[src/rtl/traffic_pkg.sv]
// traffic_pkg: shared types for the traffic phase sequencer.
//   state_t    - 3-bit controller state encoding (S_FLASH kept reserved when flashing is not built)
//   lamp_vec_t - lamp vector wide enough for the largest supported junction
package traffic_pkg;

    localparam int unsigned MAX_PHASES = 8;

    typedef enum logic [2:0] {
        S_ALLRED = 3'd0,
        S_GREEN  = 3'd1,
        S_YELLOW = 3'd2,
        S_WALK   = 3'd3,
        S_FLASH  = 3'd4
    } state_t;

    typedef logic [MAX_PHASES-1:0] lamp_vec_t;

endpackage

[src/rtl/traffic_down_timer.sv]
// traffic_down_timer: loadable TW-bit down-counter with a zero flag.
//   clk, rst_n  - clock, asynchronous active-low reset (count resets to RST_VAL)
//   i_load      - load i_load_val this edge (takes priority over decrement)
//   i_load_val  - value to load
//   o_zero_c    - combinational: count is zero
module traffic_down_timer #(
    parameter int unsigned TW      = 8,
    parameter int unsigned RST_VAL = 0
) (
    input  logic          clk,
    input  logic          rst_n,
    input  logic          i_load,
    input  logic [TW-1:0] i_load_val,
    output logic          o_zero_c
);

    logic [TW-1:0] r_count;

    // Count down and park at zero until the owner reloads.
    always_ff @(posedge clk or negedge rst_n) begin
        if (!rst_n) begin
            r_count <= TW'(RST_VAL);
        end else if (i_load) begin
            r_count <= i_load_val;
        end else if (r_count != '0) begin
            r_count <= r_count - TW'(1);
        end
    end

    assign o_zero_c = (r_count == '0);

endmodule

[src/rtl/traffic_phase_sequencer.sv]
// traffic_phase_sequencer: N-phase green/yellow/all-red sequencer with a latched
// pedestrian WALK interval and optional flashing-yellow mode.
//   clk        - clock, rising edge
//   reset      - asynchronous active-low reset
//   green_time - per-phase green duration, field i = [i*TW +: TW]; 0 skips the phase
//   ped_req    - pedestrian request, level sampled every cycle
//   flash_mode - flashing-yellow request (only when TRAFFIC_FLASH_EN is defined)
//   green/yellow/red - registered per-phase lamps
//   walk       - registered pedestrian lamp
//   phase_idx  - current or last-served phase
// Build option: define TRAFFIC_FLASH_EN to add flash_mode and the S_FLASH behaviour.
module traffic_phase_sequencer
    import traffic_pkg::*;
#(
    parameter int unsigned NUM_PHASES   = 3,
    parameter int unsigned TW           = 8,
    parameter int unsigned YELLOW_TICKS = 2,
    parameter int unsigned ALLRED_TICKS = 1,
    parameter int unsigned WALK_TICKS   = 6,
    parameter int unsigned FLASH_TICKS  = 4
) (
    input  logic                          clk,
    input  logic                          reset,
    input  logic [NUM_PHASES*TW-1:0]      green_time,
    input  logic                          ped_req,
`ifdef TRAFFIC_FLASH_EN
    input  logic                          flash_mode,
`endif
    output logic [NUM_PHASES-1:0]         green,
    output logic [NUM_PHASES-1:0]         yellow,
    output logic [NUM_PHASES-1:0]         red,
    output logic                          walk,
    output logic [$clog2(NUM_PHASES)-1:0] phase_idx
);

    localparam int unsigned PW = $clog2(NUM_PHASES);

    state_t                r_state;
    logic [PW-1:0]         r_phase;
    logic                  r_ped;
    logic                  r_flash_on;
    logic [NUM_PHASES-1:0] r_green;
    logic [NUM_PHASES-1:0] r_yellow;
    logic [NUM_PHASES-1:0] r_red;
    logic                  r_walk;

    logic                  w_flash_req;
    logic                  w_timer_zero;
    logic [TW-1:0]         w_load_val;
    logic [TW-1:0]         w_gt [NUM_PHASES];
    logic                  w_found;
    logic [PW-1:0]         w_scan_idx;
    logic [PW-1:0]         w_cand;
    state_t                w_next_state;
    logic [PW-1:0]         w_next_phase;
    logic                  w_next_ped;
    logic                  w_next_flash_on;
    lamp_vec_t             w_onehot;
    logic [NUM_PHASES-1:0] w_green_n;
    logic [NUM_PHASES-1:0] w_yellow_n;
    logic [NUM_PHASES-1:0] w_red_n;
    logic                  w_walk_n;

`ifdef TRAFFIC_FLASH_EN
    assign w_flash_req = flash_mode;
`else
    assign w_flash_req = 1'b0;
`endif

    // Interval timer; reloaded on every edge where it reaches zero.
    traffic_down_timer #(
        .TW      (TW),
        .RST_VAL (ALLRED_TICKS - 1)
    ) u_timer (
        .clk        (clk),
        .rst_n      (reset),
        .i_load     (w_timer_zero),
        .i_load_val (w_load_val),
        .o_zero_c   (w_timer_zero)
    );

    // Unpack the per-phase green durations.
    always_comb begin
        for (int i = 0; i < int'(NUM_PHASES); i++) begin
            w_gt[i] = green_time[i*TW +: TW];
        end
    end

    // Priority scan: first enabled phase after r_phase (wrapping); nearest wins, so scan far-to-near.
    always_comb begin
        w_found    = 1'b0;
        w_scan_idx = r_phase;
        w_cand     = '0;
        for (int k = int'(NUM_PHASES); k >= 1; k--) begin
            w_cand = PW'((int'(r_phase) + k) % int'(NUM_PHASES));
            if (w_gt[w_cand] != '0) begin
                w_found    = 1'b1;
                w_scan_idx = w_cand;
            end
        end
    end

    // Next-state and timer reload logic.
    always_comb begin
        w_next_state    = r_state;
        w_next_phase    = r_phase;
        w_next_ped      = r_ped | (ped_req & (r_state != S_WALK));
        w_next_flash_on = r_flash_on;
        w_load_val      = TW'(ALLRED_TICKS - 1);
        if (w_timer_zero) begin
            case (r_state)
                S_ALLRED: begin
                    if (w_flash_req) begin
                        w_next_state    = S_FLASH;
                        w_next_flash_on = 1'b1;
                        w_load_val      = TW'(FLASH_TICKS - 1);
                    end else if (r_ped) begin
                        w_next_state = S_WALK;
                        w_next_ped   = 1'b0;
                        w_load_val   = TW'(WALK_TICKS - 1);
                    end else if (w_found) begin
                        w_next_state = S_GREEN;
                        w_next_phase = w_scan_idx;
                        w_load_val   = w_gt[w_scan_idx] - TW'(1);
                    end
                end
                S_GREEN: begin
                    w_next_state = S_YELLOW;
                    w_load_val   = TW'(YELLOW_TICKS - 1);
                end
                S_YELLOW, S_WALK: begin
                    w_next_state = S_ALLRED;
                end
                S_FLASH: begin
                    if (!w_flash_req) begin
                        // Park on the last phase so the scan restarts at phase 0.
                        w_next_state    = S_ALLRED;
                        w_next_phase    = PW'(NUM_PHASES - 1);
                        w_next_flash_on = 1'b0;
                    end else begin
                        w_next_flash_on = ~r_flash_on;
                        w_load_val      = TW'(FLASH_TICKS - 1);
                    end
                end
                default: begin
                    w_next_state = S_ALLRED;
                end
            endcase
        end
    end

    // Moore lamp decode of the next state so the lamp registers track the state register.
    always_comb begin
        w_onehot   = lamp_vec_t'(1) << w_next_phase;
        w_green_n  = '0;
        w_yellow_n = '0;
        w_walk_n   = 1'b0;
        case (w_next_state)
            S_GREEN:  w_green_n  = w_onehot[NUM_PHASES-1:0];
            S_YELLOW: w_yellow_n = w_onehot[NUM_PHASES-1:0];
            S_FLASH:  w_yellow_n = {NUM_PHASES{w_next_flash_on}};
            S_WALK:   w_walk_n   = 1'b1;
            default:  ;
        endcase
        w_red_n = (w_next_state == S_FLASH) ? '0 : ~(w_green_n | w_yellow_n);
    end

    // State and registered lamp outputs.
    always_ff @(posedge clk or negedge reset) begin
        if (!reset) begin
            r_state    <= S_ALLRED;
            r_phase    <= PW'(NUM_PHASES - 1);
            r_ped      <= 1'b0;
            r_flash_on <= 1'b0;
            r_green    <= '0;
            r_yellow   <= '0;
            r_red      <= '1;
            r_walk     <= 1'b0;
        end else begin
            r_state    <= w_next_state;
            r_phase    <= w_next_phase;
            r_ped      <= w_next_ped;
            r_flash_on <= w_next_flash_on;
            r_green    <= w_green_n;
            r_yellow   <= w_yellow_n;
            r_red      <= w_red_n;
            r_walk     <= w_walk_n;
        end
    end

    assign green     = r_green;
    assign yellow    = r_yellow;
    assign red       = r_red;
    assign walk      = r_walk;
    assign phase_idx = r_phase;

endmodule

[config.mk]
export PLATFORM = sky130hd
export DESIGN_NAME = traffic_phase_sequencer
export DESIGN_NICKNAME = d
export VERILOG_FILES = /design/src/rtl/traffic_pkg.sv /design/src/rtl/traffic_down_timer.sv /design/src/rtl/traffic_phase_sequencer.sv
export SDC_FILE = /design/constraint.sdc
export NUM_CORES = 1
export LEC_CHECK = 0
export ABC_AREA = 0
export CORE_MARGIN = 4
export CORE_UTILIZATION = 35
export CTS_CLUSTER_SIZE = 30
export DETAILED_ROUTE_END_ITERATION = 16
export GPL_TIMING_DRIVEN = 0
export SYNTH_ARGS = -nofsm -noshare
export SYNTH_HDL_FRONTEND = slang
export SYNTH_SLANG_ARGS = --single-unit
[constraint.sdc]
create_clock -name clk -period 4.95 [get_ports clk]
set_input_delay 1.2375 -clock clk [delete_from_list [all_inputs] [get_ports clk]]
set_output_delay 1.2375 -clock clk [all_outputs]
set_load 0.02 [all_outputs]
==> flow_metrics.tcl, run 1 <==
# place-and-route summary
set metrics [dict create \
    ff2ff_path_depth 15 \
    yosysChipArea_sq_mm 0.00221 \
    hpwl_um 4620 \
    crit-reg2reg-launch "phase_idx[0]" \
    clk_pin_slew_ns 0.09 \
    top_logic_kind "AND-OR/OR-AND gates" \
    grt_max_degree 26 \
    seqCellArea_sq_um 631 \
    top_layer_used "met4" \
    nFillCells 611 \
    ys_cells 245 \
    maxSlewHeadroom 0.262 \
    die.size.y_um 87.4 \
    drtPass1Iterations 4 \
    ys_seq_share 0.286 \
    worstMarginPinSlew_ns 1.10 \
    crit_arrival_ns 4.75 \
    grt_overflow 0 \
    critPathTopFamily "simple AND/OR/NAND/NOR gates" \
    rsz0062_at_grt "no" \
    clockBufferDepth 2 \
    grt.met2_usage 0.249 \
    first_global_vias 2007 \
    rr_endpoint "u_timer.r_count[2]" \
    power_frac_seq 0.501 \
    rows 28 \
    clock-root-buffer "clkbuf_8" \
    hp-class "flip-flop to flip-flop" \
    finClkSkew_ns 0.00187 \
    peakVddDrop_v 0.000125 \
    vias_per_cell 5.83 \
    grtUsageMet1 0.241 \
    wl_met2_um 2650 \
    pwr-share-comb 0.183 \
    seq-power_mw 0.204 \
    netSwitchingFraction 0.268 \
    fp_util 0.366 \
    tritoncts "yes" \
    worst_hold_path.endpoint "u_timer.r_count[0]" \
    drt_iter0_drc 136 \
    gp_congestion 0.832 \
    area_growth_pct 24.4 \
    cap_violations 0 \
    final_core_util 0.456 \
    die-area_sq_mm 0.00764 \
    die_x_um 87.4 \
    num_antenna_cells 0 \
    ctsHoldBuffers 0 \
    p_int_mw 0.299 \
    ant_nets 0 \
    synth.most_common_cell "nor2_1" \
    report.final.slew_viol_count 0 \
    cts_resized 0 \
    comb-cell-share 0.533 \
    path_buffers 2 \
    synthXorXnorAreaFrac 0.0317 \
    numCtsBuffers 3 \
    largest-register "u_timer.r_count" \
    largest_reg_flops 8 \
    comb_cells 197 \
    sh_seq_area 0.230 \
    final-nonclk-buf-share 0.170 \
    routedWlPerCell_um 16.9 \
    pg_clk_mw 0.129 \
    netlist-cell-type-count 58 \
    cp.required_ns 5.07 \
    holdCritStartpoint "u_timer.r_count[0]" \
    instances_no_fill 362 \
    inverters 11 \
    syn_avg_cell_area_sq_um 9.01 \
    dp_worst_setup_slack_ns -0.183 \
    hold_depth 1 \
    drive_above_1_share 0.139 \
    core_area_sq_mm 0.00603 \
    ff2ff_setup_slack_ns 0.82 \
    synth-edff-count 0 \
    h-tree-depth 1 \
    synth_area_sq_mm 0.00221 \
    outcome "completed" \
    placement.cell_area_sq_mm 0.00268 \
    fin_area_sq_mm 0.00275 \
    tapCellCount 75 \
    met3_wirelength_um 411 \
    clock_area_frac 0.0182 \
    pwr-share-clk 0.317 \
    grt_usage 0.163 \
    crit_path_end "u_timer.r_count[4]" \
    topCellsByArea "dfrtp_1, a221oi_1, dfstp_2, nor2_1, nand2_1" \
    clock_buffers 3 \
    busiest_layer "met2" \
    seq_cells 25 \
    start_kind "primary input" \
    pin_count 39 \
    ys_sh_simple 0.248 \
    post-place-cells 358 \
    p_total_mw 0.408 \
    p_leak_nw 1.06 \
    critPathCaptureType "flip-flop" \
    powerDensity_mw_per_mm2 149 \
    netlist_top_cells_count "nor2_1, nand2_1, dfrtp_1" \
    p_sw_mw 0.109 \
    largestPowerGroup "registers" \
    comb-power_mw 0.0746 \
    syn_inst 245 \
    num-nonclk-buffers 50 \
    antenna_found_initial 0 \
]
==> run_1/layer_met1.png <==
The bar under the picture is 20 um long.
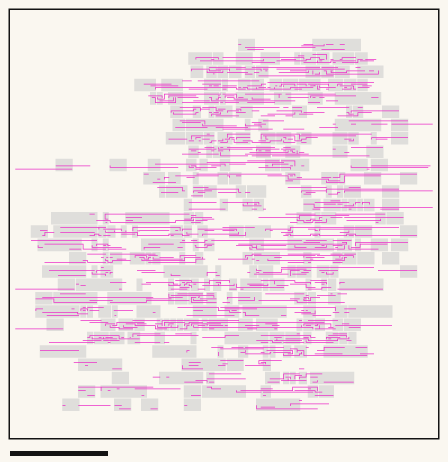
The layer carries 3020 um of wire. 287 nets have wire on it. The longest straight run is 24.4 um.

==> run_1/layer_met2.png <==
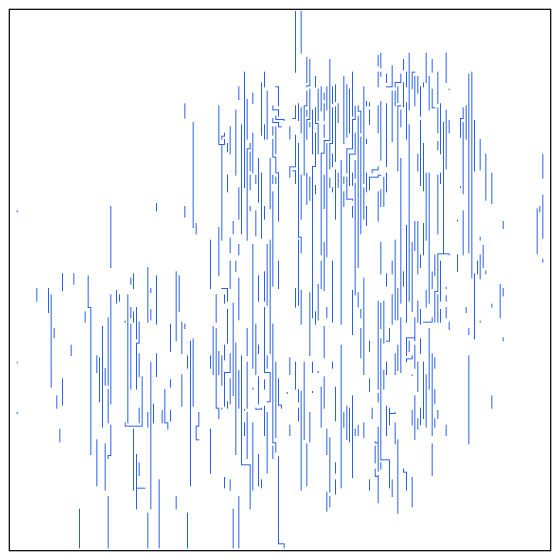
The layer carries 2650 um of wire. The wires run mostly vertical. 275 nets have wire on it. The longest straight run is 33.3 um. The layer holds 43% of the routed length.

==> run_1/layer_met3.png <==
The bar under the picture is 20 um long.
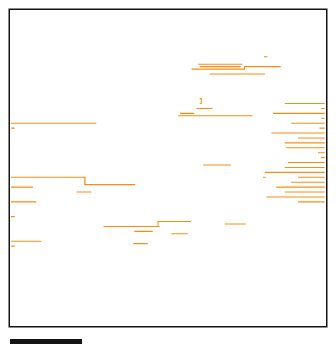
The longest straight run is 23.2 um. The layer holds 6.7% of the routed length. 42 nets have wire on it. The layer carries 412 um of wire. The wires run mostly horizontal.
GR Layer Usage met3: 0.0331
DR vias: 2112
WL final: 6130 um

==> run_1/clocks.png <==
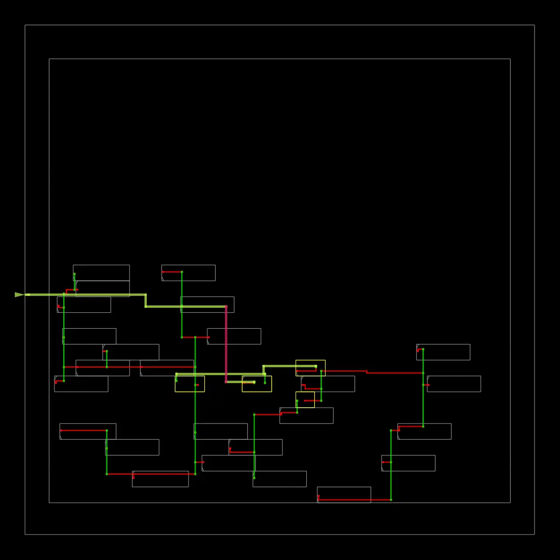

==> inputs of run 2 (changes only) <==
--- a/config.mk
+++ b/config.mk
@@ -6,11 +6,13 @@
 export NUM_CORES = 1
 export LEC_CHECK = 0
 export ABC_AREA = 0
+export CORE_ASPECT_RATIO = 0.9
 export CORE_MARGIN = 4
 export CORE_UTILIZATION = 35
 export CTS_CLUSTER_SIZE = 30
 export DETAILED_ROUTE_END_ITERATION = 16
 export GPL_TIMING_DRIVEN = 0
+export PLACE_DENSITY_LB_ADDON = 0.15
 export SYNTH_ARGS = -nofsm -noshare
 export SYNTH_HDL_FRONTEND = slang
 export SYNTH_SLANG_ARGS = --single-unit
==> run_2/clocks.png <==
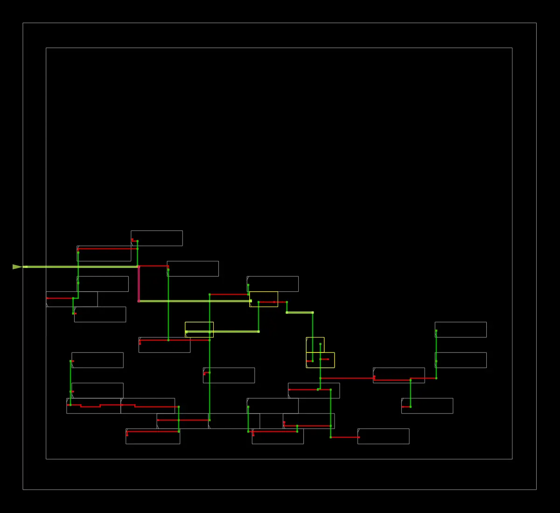
clk pwr: 0.131 mW
clock buffers: 3

==> run_2/layer_met2.png <==
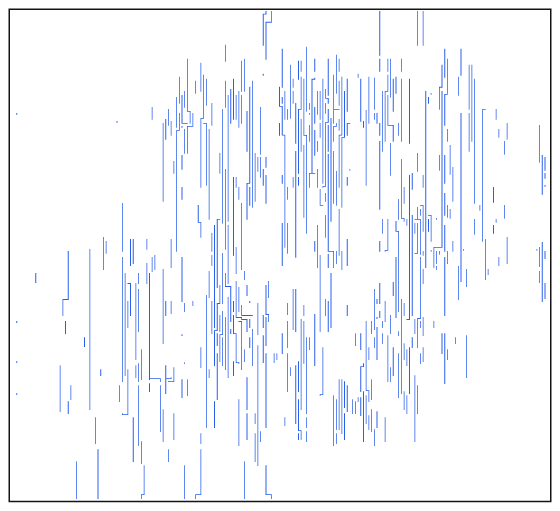
The layer carries 2520 um of wire. The wires run mostly vertical. 272 nets have wire on it. The layer holds 41% of the routed length. The longest straight run is 29.9 um.
GR met2 Demand/Resource: 0.234
WL final: 6140 um
DR vias: 2080

==> run 2 against run 1 <==
  * Critical path depth is the same
  * Register-to-register slack lost 0.12 ns
  * Sequential cell count is the same
  * Highest routed layer unchanged
==> flow_metrics.tcl, run 2 <==
# place-and-route summary
set metrics [dict create \
    final_core_util 0.452 \
    core_area_sq_mm 0.00611 \
    rsz0062_at_grt "no" \
    syn_avg_cell_area_sq_um 9.01 \
    ys_seq_share 0.286 \
    outcome "completed" \
    grt_overflow 0 \
    seq-power_mw 0.204 \
    ant_nets 0 \
    hold_depth 1 \
    dp_worst_setup_slack_ns -0.185 \
    ys_cells 245 \
    grtUsageMet1 0.249 \
    first_global_vias 2061 \
    ctsHoldBuffers 0 \
    clock_area_frac 0.0181 \
    vias_per_cell 5.56 \
    crit_path_end "u_timer.r_count[2]" \
    die.size.y_um 83.3 \
    met3_wirelength_um 362 \
    wl_met2_um 2520 \
    crit-reg2reg-launch "phase_idx[0]" \
    drive_above_1_share 0.146 \
    drt_iter0_drc 165 \
    ys_sh_simple 0.248 \
    comb-power_mw 0.0745 \
    start_kind "primary input" \
    holdCritStartpoint "r_flash_on" \
    ff2ff_path_depth 15 \
    sh_seq_area 0.228 \
    grt_max_degree 26 \
    largestPowerGroup "registers" \
    critPathTopFamily "AND-OR/OR-AND gates" \
    hp-class "flip-flop to flip-flop" \
    netlist-cell-type-count 58 \
    grt_use_met3 0.0308 \
    yosysChipArea_sq_mm 0.00221 \
    syn_inst 245 \
    comb-cell-share 0.531 \
    drtPass1Iterations 4 \
    rows 27 \
    rr_endpoint "u_timer.r_count[2]" \
    p_sw_mw 0.111 \
    num-nonclk-buffers 50 \
    busiest_layer "met1" \
    seq_cells 25 \
    die-area_sq_mm 0.00764 \
    placement.cell_area_sq_mm 0.00270 \
    worstMarginPinSlew_ns 1.12 \
    largest_reg_flops 8 \
    gp_congestion 0.885 \
    tapCellCount 87 \
    routedWlPerCell_um 16.4 \
    fin_area_sq_mm 0.00277 \
    finClkSkew_ns 0.0101 \
    pin_count 39 \
    path_buffers 2 \
    area_growth_pct 25.3 \
    p_total_mw 0.410 \
    report.final.slew_viol_count 0 \
    synth-edff-count 0 \
    synth.most_common_cell "nor2_1" \
    pwr-share-comb 0.182 \
    p_int_mw 0.299 \
    synthXorXnorAreaFrac 0.0317 \
    critPathCaptureType "flip-flop" \
]
Power is estimated from default activity; no workload was simulated.
